File: src/rtl/manch_pkg.sv
// manch_pkg: shared FSM states, polarity constants and mid-bit window bounds for the Manchester receiver
package manch_pkg;

    typedef enum logic [1:0] {IDLE, RECV, DONE} state_t;

    localparam int POLARITY_IEEE   = 0;
    localparam int POLARITY_THOMAS = 1;

    typedef struct packed {
        logic [15:0] lo;
        logic [15:0] hi;
    } win_t;

    // Mid-bit edges are expected one bit period apart; accept +/- a quarter bit of jitter.
    function automatic win_t win_bounds(input int osr);
        win_t w;
        w.lo = 16'(3 * osr / 4);
        w.hi = 16'(5 * osr / 4);
        return w;
    endfunction

endpackage

File: src/rtl/manch_sync.sv
// manch_sync: 2-flop synchroniser, registered rise/fall detector and saturating low-run counter
module manch_sync #(
    parameter int OSR = 8
) (
    input  logic clk,
    input  logic rst,
    input  logic datamin,
    output logic rise,
    output logic fall,
    output logic armed
);
    localparam int LW = $clog2(OSR / 4 + 1);

    logic s1, s2, s3;
    logic [LW-1:0] low_cnt;

    always_ff @(posedge clk or posedge rst) begin
        if (rst) begin
            s1      <= 1'b0;
            s2      <= 1'b0;
            s3      <= 1'b0;
            rise    <= 1'b0;
            fall    <= 1'b0;
            low_cnt <= '0;
        end else begin
            s1      <= datamin;
            s2      <= s1;
            s3      <= s2;
            rise    <= s2 & ~s3;
            fall    <= ~s2 & s3;
            low_cnt <= s3 ? '0 : (low_cnt == LW'(OSR / 4)) ? low_cnt : low_cnt + 1'b1;
        end
    end

    // s3 lags the pulse source by one cycle, so the count still covers the low run when rise fires.
    assign armed = low_cnt == LW'(OSR / 4);

endmodule

File: src/rtl/manch_rx_word.sv
// manch_rx_word: Manchester frame receiver (start bit + WORD_W data bits, MSB first).
// Define MANCH_RX_PARITY_EN to receive and check a trailing even-parity bit.
module manch_rx_word
    import manch_pkg::*;
#(
    parameter int OSR      = 8,
    parameter int WORD_W   = 8,
    parameter int POLARITY = POLARITY_IEEE
) (
    input  logic              clk,
    input  logic              rst,
    input  logic              datamin,
    output logic [WORD_W-1:0] databout,
    output logic              dvalid,
    output logic              err,
    output logic              busy
);
`ifdef MANCH_RX_PARITY_EN
    localparam int NB = WORD_W + 1;
`else
    localparam int NB = WORD_W;
`endif
    localparam int   IW  = $clog2(2 * OSR) + 1;
    localparam int   BW  = $clog2(NB + 1);
    localparam win_t WIN = win_bounds(OSR);
    localparam logic [IW-1:0] LO  = IW'(WIN.lo);
    localparam logic [IW-1:0] HI  = IW'(WIN.hi);
    localparam logic [IW-1:0] TMO = IW'(WIN.hi + 16'd1);

    logic rise, fall, armed;
    logic mid, last, bad;
    logic [NB-1:0] shreg, nxt;
    logic [WORD_W-1:0] word;
    logic [IW-1:0] ival;
    logic [BW-1:0] nbit;
    state_t state;

    manch_sync #(.OSR(OSR)) u_sync (
        .clk    (clk),
        .rst    (rst),
        .datamin(datamin),
        .rise   (rise),
        .fall   (fall),
        .armed  (armed)
    );

    always_comb begin
        mid  = (rise | fall) && ival >= LO && ival <= HI;
        nxt  = (shreg << 1) | NB'(rise ^ 1'(POLARITY));
        last = nbit == BW'(NB - 1);
`ifdef MANCH_RX_PARITY_EN
        word = nxt[NB-1:1];
        bad  = ^nxt;
`else
        word = nxt;
        bad  = 1'b0;
`endif
    end

    always_ff @(posedge clk or posedge rst) begin
        if (rst) begin
            state    <= IDLE;
            ival     <= '0;
            nbit     <= '0;
            shreg    <= '0;
            databout <= '0;
            dvalid   <= 1'b0;
            err      <= 1'b0;
            busy     <= 1'b0;
        end else begin
            dvalid <= 1'b0;
            err    <= 1'b0;
            case (state)
                IDLE: if (rise && armed) begin
                    state <= RECV;
                    ival  <= '0;
                    nbit  <= '0;
                    shreg <= '0;
                    busy  <= 1'b1;
                end
                RECV: if (ival >= TMO) begin
                    state <= IDLE;
                    shreg <= '0;
                    err   <= 1'b1;
                    busy  <= 1'b0;
                end else if (mid) begin
                    ival  <= '0;
                    shreg <= nxt;
                    nbit  <= nbit + 1'b1;
                    if (last) begin
                        // A parity failure takes the place of dvalid and leaves databout untouched.
                        state  <= DONE;
                        dvalid <= ~bad;
                        err    <= bad;
                        if (!bad) databout <= word;
                    end
                end else begin
                    ival <= (ival == '1) ? ival : ival + 1'b1;
                end
                DONE: begin
                    state <= IDLE;
                    busy  <= 1'b0;
                end
                default: state <= IDLE;
            endcase
        end
    end

endmodule

File: config.mk
export PLATFORM = sky130hd
export DESIGN_NAME = manch_rx_word
export DESIGN_NICKNAME = d
export VERILOG_FILES = /design/src/rtl/manch_pkg.sv /design/src/rtl/manch_sync.sv /design/src/rtl/manch_rx_word.sv
export SDC_FILE = /design/constraint.sdc
export NUM_CORES = 1
export LEC_CHECK = 0
export CORE_UTILIZATION = 51
export DETAILED_ROUTE_END_ITERATION = 8
export GPL_TIMING_DRIVEN = 0
export PLACE_DENSITY_LB_ADDON = 0.3
export SETUP_SLACK_MARGIN = 0.1
export SKIP_LAST_GASP = 1
export SLEW_MARGIN = 20
export SYNTH_ARGS = -nofsm -noshare
export SYNTH_HDL_FRONTEND = slang
export SYNTH_SLANG_ARGS = --single-unit
File: constraint.sdc
create_clock -name clk -period 2.2 [get_ports clk]
set_clock_uncertainty 0.05 [all_clocks]
set_input_delay 0.33 -clock clk [delete_from_list [all_inputs] [get_ports clk]]
set_output_delay 0.33 -clock clk [all_outputs]
set_load 0.05 [all_outputs]
### Floorplan with the power grid, run 1

Scale bar: 20 um. Pins as bars on the die edge.
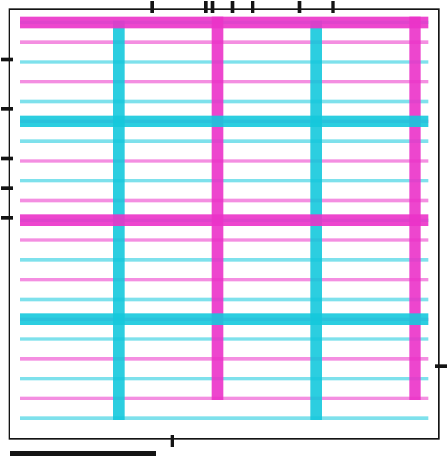
Key: VSS = cyan; VDD = magenta
14 signal pins sit on the boundary. 4 straps on met4.

### Placed cells, one colour a class, run 1

Scale bar: 20 um.
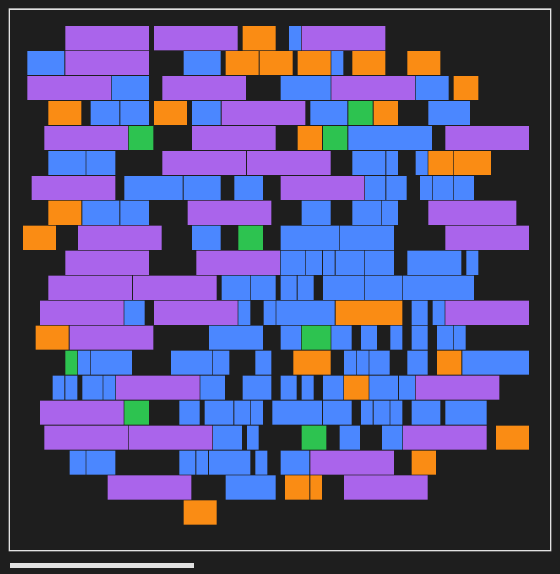
Key: flops = purple [cells 36, share of their area 44%]; clock drivers and dummy loads = green [cells 8, share of their area 2.8%]; other buffers and delay cells = orange [cells 25, share of their area 12%]; combinational and other logic = blue [cells 106, share of their area 42%]

### Clock distribution, run 1

Scale bar: 20 um.
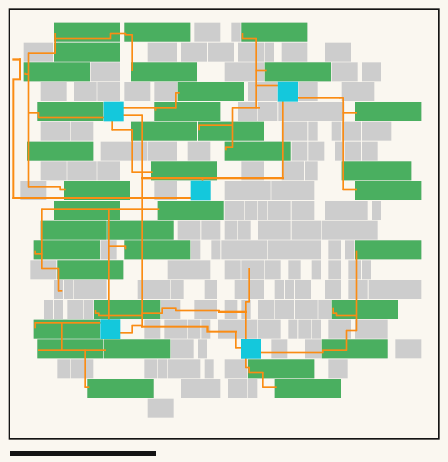
Key: flip-flops = green [count 36]; clock wires = orange [length 432 um]; clock drivers = cyan [count 5]
There are 6 routed clock nets.

### Signal wires by layer, run 1

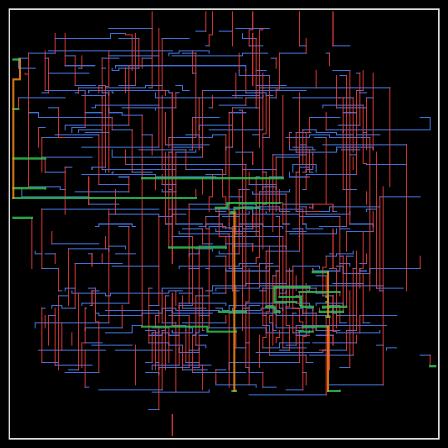
Key: metal 1 = blue [wire length 1,550 um]; metal 3 = green [wire length 138 um]; metal 2 = red [wire length 1,680 um]; metal 4 = orange [wire length 59.4 um]

==> reports/qor.yml, run 1 <==
p_switching_uw: 936
ys_sh_simple_pct: 13.8
grt_pass1_vias: 1162
setup-violations-final: 4
netlist.area_leader.share_pct: 54.7
final_area_mm2: 0.00211
synth_top_flop_cell: "dfrtp_1"
final.min_clock_period_ns: 2.28
syn_inst: 144
pg_seq_uw: 861
finalSetupTns_ns: -0.135
adder_share_pct: 6.08
setup_slack_ns: -0.0822
crit_path_end: "ival[2]"
clock_latency_ns: 0.34
outcome: "finished with violations"
final_layout_top_logic_cell: "dfrtp_1"
p_comb_share_pct: 46.5
gp_congestion: 0.798
violations: "setup timing"
==> run 1 -> run 2 <==
--- a/config.mk
+++ b/config.mk
@@ -5,7 +5,7 @@
 export SDC_FILE = /design/constraint.sdc
 export NUM_CORES = 1
 export LEC_CHECK = 0
-export CORE_UTILIZATION = 51
+export CORE_UTILIZATION = 50
 export DETAILED_ROUTE_END_ITERATION = 8
 export GPL_TIMING_DRIVEN = 0
 export PLACE_DENSITY_LB_ADDON = 0.3
@@ -14,4 +14,5 @@
 export SLEW_MARGIN = 20
 export SYNTH_ARGS = -nofsm -noshare
 export SYNTH_HDL_FRONTEND = slang
+export SYNTH_HIERARCHICAL = 1
 export SYNTH_SLANG_ARGS = --single-unit
### Floorplan with the power grid, run 2

Scale bar: 20 um. Pins as bars on the die edge.
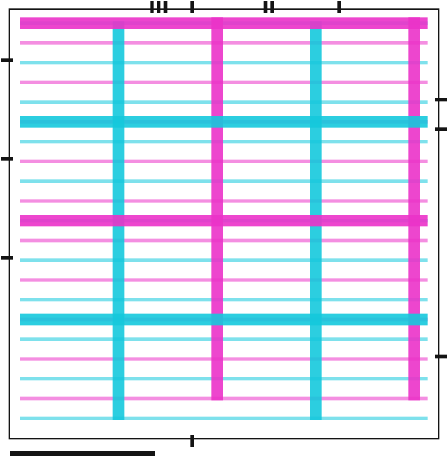
Key: VSS = cyan; VDD = magenta
21 met1 rails follow the rows. The core has 20 rows. 14 signal pins sit on the boundary. 4 straps on met4.

==> run 2 against run 1 <==
  * Worst setup slack better by 0.16 ns
  * The flow now finishes without violations
  * First-iteration DRC count down 32%
  * Sequential cell count unchanged
  * Synthesized cell count down 0.69%
  * Critical endpoint is now ival[0]
  * Wire length down 9.9%
  * Register-to-register slack better by 0.16 ns
==> reports/qor.yml, run 2 <==
powerDensity_mw_per_mm2: 879  # was 1080 mW/mm^2
top_cells_by_count: "dfrtp_1, inv_1, nand2_1, mux2_2"  # was dfrtp_1, nand3_1, nor2_1, inv_1
p_switching_uw: 610  # was 936 uW
setup_slack_ns: 0.0773  # was -0.0822 ns
clock_latency_ns: 0.35  # was 0.34 ns
top_register: "databout"  # unchanged
wl_met1_um: 1310  # was 1550 um
final_layout_top_logic_cell: "dfrtp_1"  # unchanged
period_used_pct: 96.5  # was 104%
area_growth_pct: 21.7  # was 28.0%
total_power_uw: 1730  # was 2270 uW
maxPowerGroup: "registers"  # was combinational cells
adder_share_pct: 6.18  # was 6.08%
syn_inst: 143  # was 144
path_delay_family: "AND-OR/OR-AND gates"  # unchanged
criticalPathCategory: "flip-flop to flip-flop"  # unchanged
cp_slowest_cell: "dfrtp_1"  # was dfrtp_2
route.detailed.drc: 0  # unchanged
drtPass1Iterations: 4  # unchanged
hold_viol: 0  # unchanged
io_buffers: 13  # unchanged
comb_cells: 92  # was 97
crit_path_end: "ival[0]"  # was ival[2]
layout-drive-gt1-share_pct: 25.1  # was 28.6%
p_comb_share_pct: 35.3  # was 46.5%
synth_top_flop_cell: "dfrtp_1"  # unchanged
clkPwrFrac_pct: 20.0  # was 15.7%
wl_met2_um: 1590  # was 1680 um
outcome: "finished clean"  # was finished with violations
pg_seq_uw: 774  # was 861 uW
setup-violations-final: 0  # was 4
fmax_mhz: 471  # was 438 MHz
hold_slack_ns: 0.188  # was 0.320 ns
met3_usage_pct: 8.13  # was 6.81%
gp_congestion: 0.814  # was 0.798
maxCapViolCount: 0  # unchanged
ys_sh_simple_pct: 11.8  # was 13.8%
worst-path-buf-inv: 0  # was 1
postCtsSetupBuffers: 5  # was 7
nNonClkBuffers: 22  # was 25
finalSetupTns_ns: 0  # was -0.135 ns
vdd_drop_max_mv: 0.426  # was 0.768 mV
grt_pass1_vias: 1137  # was 1,162
final_area_mm2: 0.00197  # was 0.00211 mm^2
final.min_clock_period_ns: 2.12  # was 2.28 ns
cp-end-kind: "flip-flop"  # unchanged
netlist.area_leader.share_pct: 55.6  # was 54.7%
tool_warnings: 30  # was 32
tapcell.inserted: 44  # unchanged
==> run 2 -> run 3 <==
--- a/config.mk
+++ b/config.mk
@@ -9,6 +9,7 @@
 export DETAILED_ROUTE_END_ITERATION = 8
 export GPL_TIMING_DRIVEN = 0
 export PLACE_DENSITY_LB_ADDON = 0.3
+export REMOVE_ABC_BUFFERS = 1
 export SETUP_SLACK_MARGIN = 0.1
 export SKIP_LAST_GASP = 1
 export SLEW_MARGIN = 20
### Floorplan with the power grid, run 3

Scale bar: 20 um. Pins as bars on the die edge.
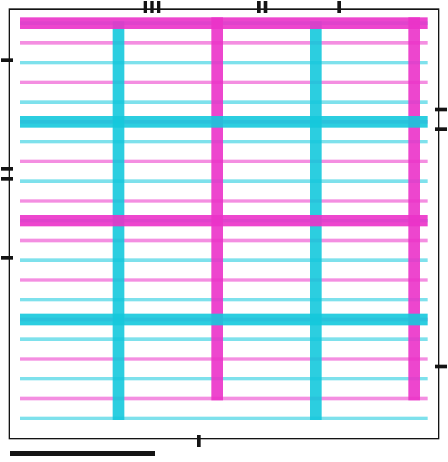
Key: VSS = cyan; VDD = magenta
The core has 20 rows. 14 signal pins sit on the boundary. 21 met1 rails follow the rows.

==> run 3 against run 2 <==
  * Utilization grew 0.082 points
  * Global-route usage down 0.19 points
  * Sequential cell count is the same
  * Highest routed layer unchanged
==> reports/qor.yml, run 3 <==
grt_pass1_vias: 1119  # was 1,137
clock_latency_ns: 0.34  # was 0.35 ns
postCtsSetupBuffers: 5  # unchanged
fmax_mhz: 472  # was 471 MHz
met3_usage_pct: 6.59  # was 8.13%
drtPass1Iterations: 4  # unchanged
vdd_drop_max_mv: 0.659  # was 0.426 mV
powerDensity_mw_per_mm2: 915  # was 879 mW/mm^2
hold_slack_ns: 0.203  # was 0.188 ns
area_growth_pct: 21.9  # was 21.7%
seqPwrFrac_pct: 42.8  # was 44.6%
maxPowerGroup: "registers"  # unchanged
wl_met2_um: 1600  # was 1590 um
top_cells_by_count: "dfrtp_1, inv_1, nand2_1, mux2_2"  # unchanged
criticalPathCategory: "flip-flop to flip-flop"  # unchanged
synth_top_flop_cell: "dfrtp_1"  # unchanged
cp-end-kind: "flip-flop"  # unchanged
final_layout_top_logic_cell: "dfrtp_1"  # unchanged
setup_slack_ns: 0.0808  # was 0.0773 ns
total_power_uw: 1810  # was 1730 uW
tool_warnings: 30  # unchanged
worst-path-buf-inv: 0  # unchanged
comb_cells: 93  # was 92
maxCapViolCount: 0  # unchanged
grt_use_met2_pct: 32.1  # was 32.6%
pg_seq_uw: 772  # was 774 uW
p_comb_share_pct: 32.4  # was 35.3%
cp_slowest_cell: "dfrtp_2"  # was dfrtp_1
outcome: "finished clean"  # unchanged
clkPwrFrac_pct: 24.8  # was 20.0%
wl_met1_um: 1360  # was 1310 um
p_switching_uw: 593  # was 610 uW
layout-drive-gt1-share_pct: 23.2  # was 25.1%
period_used_pct: 96.3  # was 96.5%
route.detailed.drc: 0  # unchanged
ys_sh_simple_pct: 11.8  # unchanged
crit_path_end: "ival[0]"  # unchanged
tapcell.inserted: 44  # unchanged
finalSetupTns_ns: 0  # unchanged
nNonClkBuffers: 18  # was 22
p_comb_uw: 586  # was 613 uW
Power figures rest on the tool's default switching activity, not on a simulated workload.
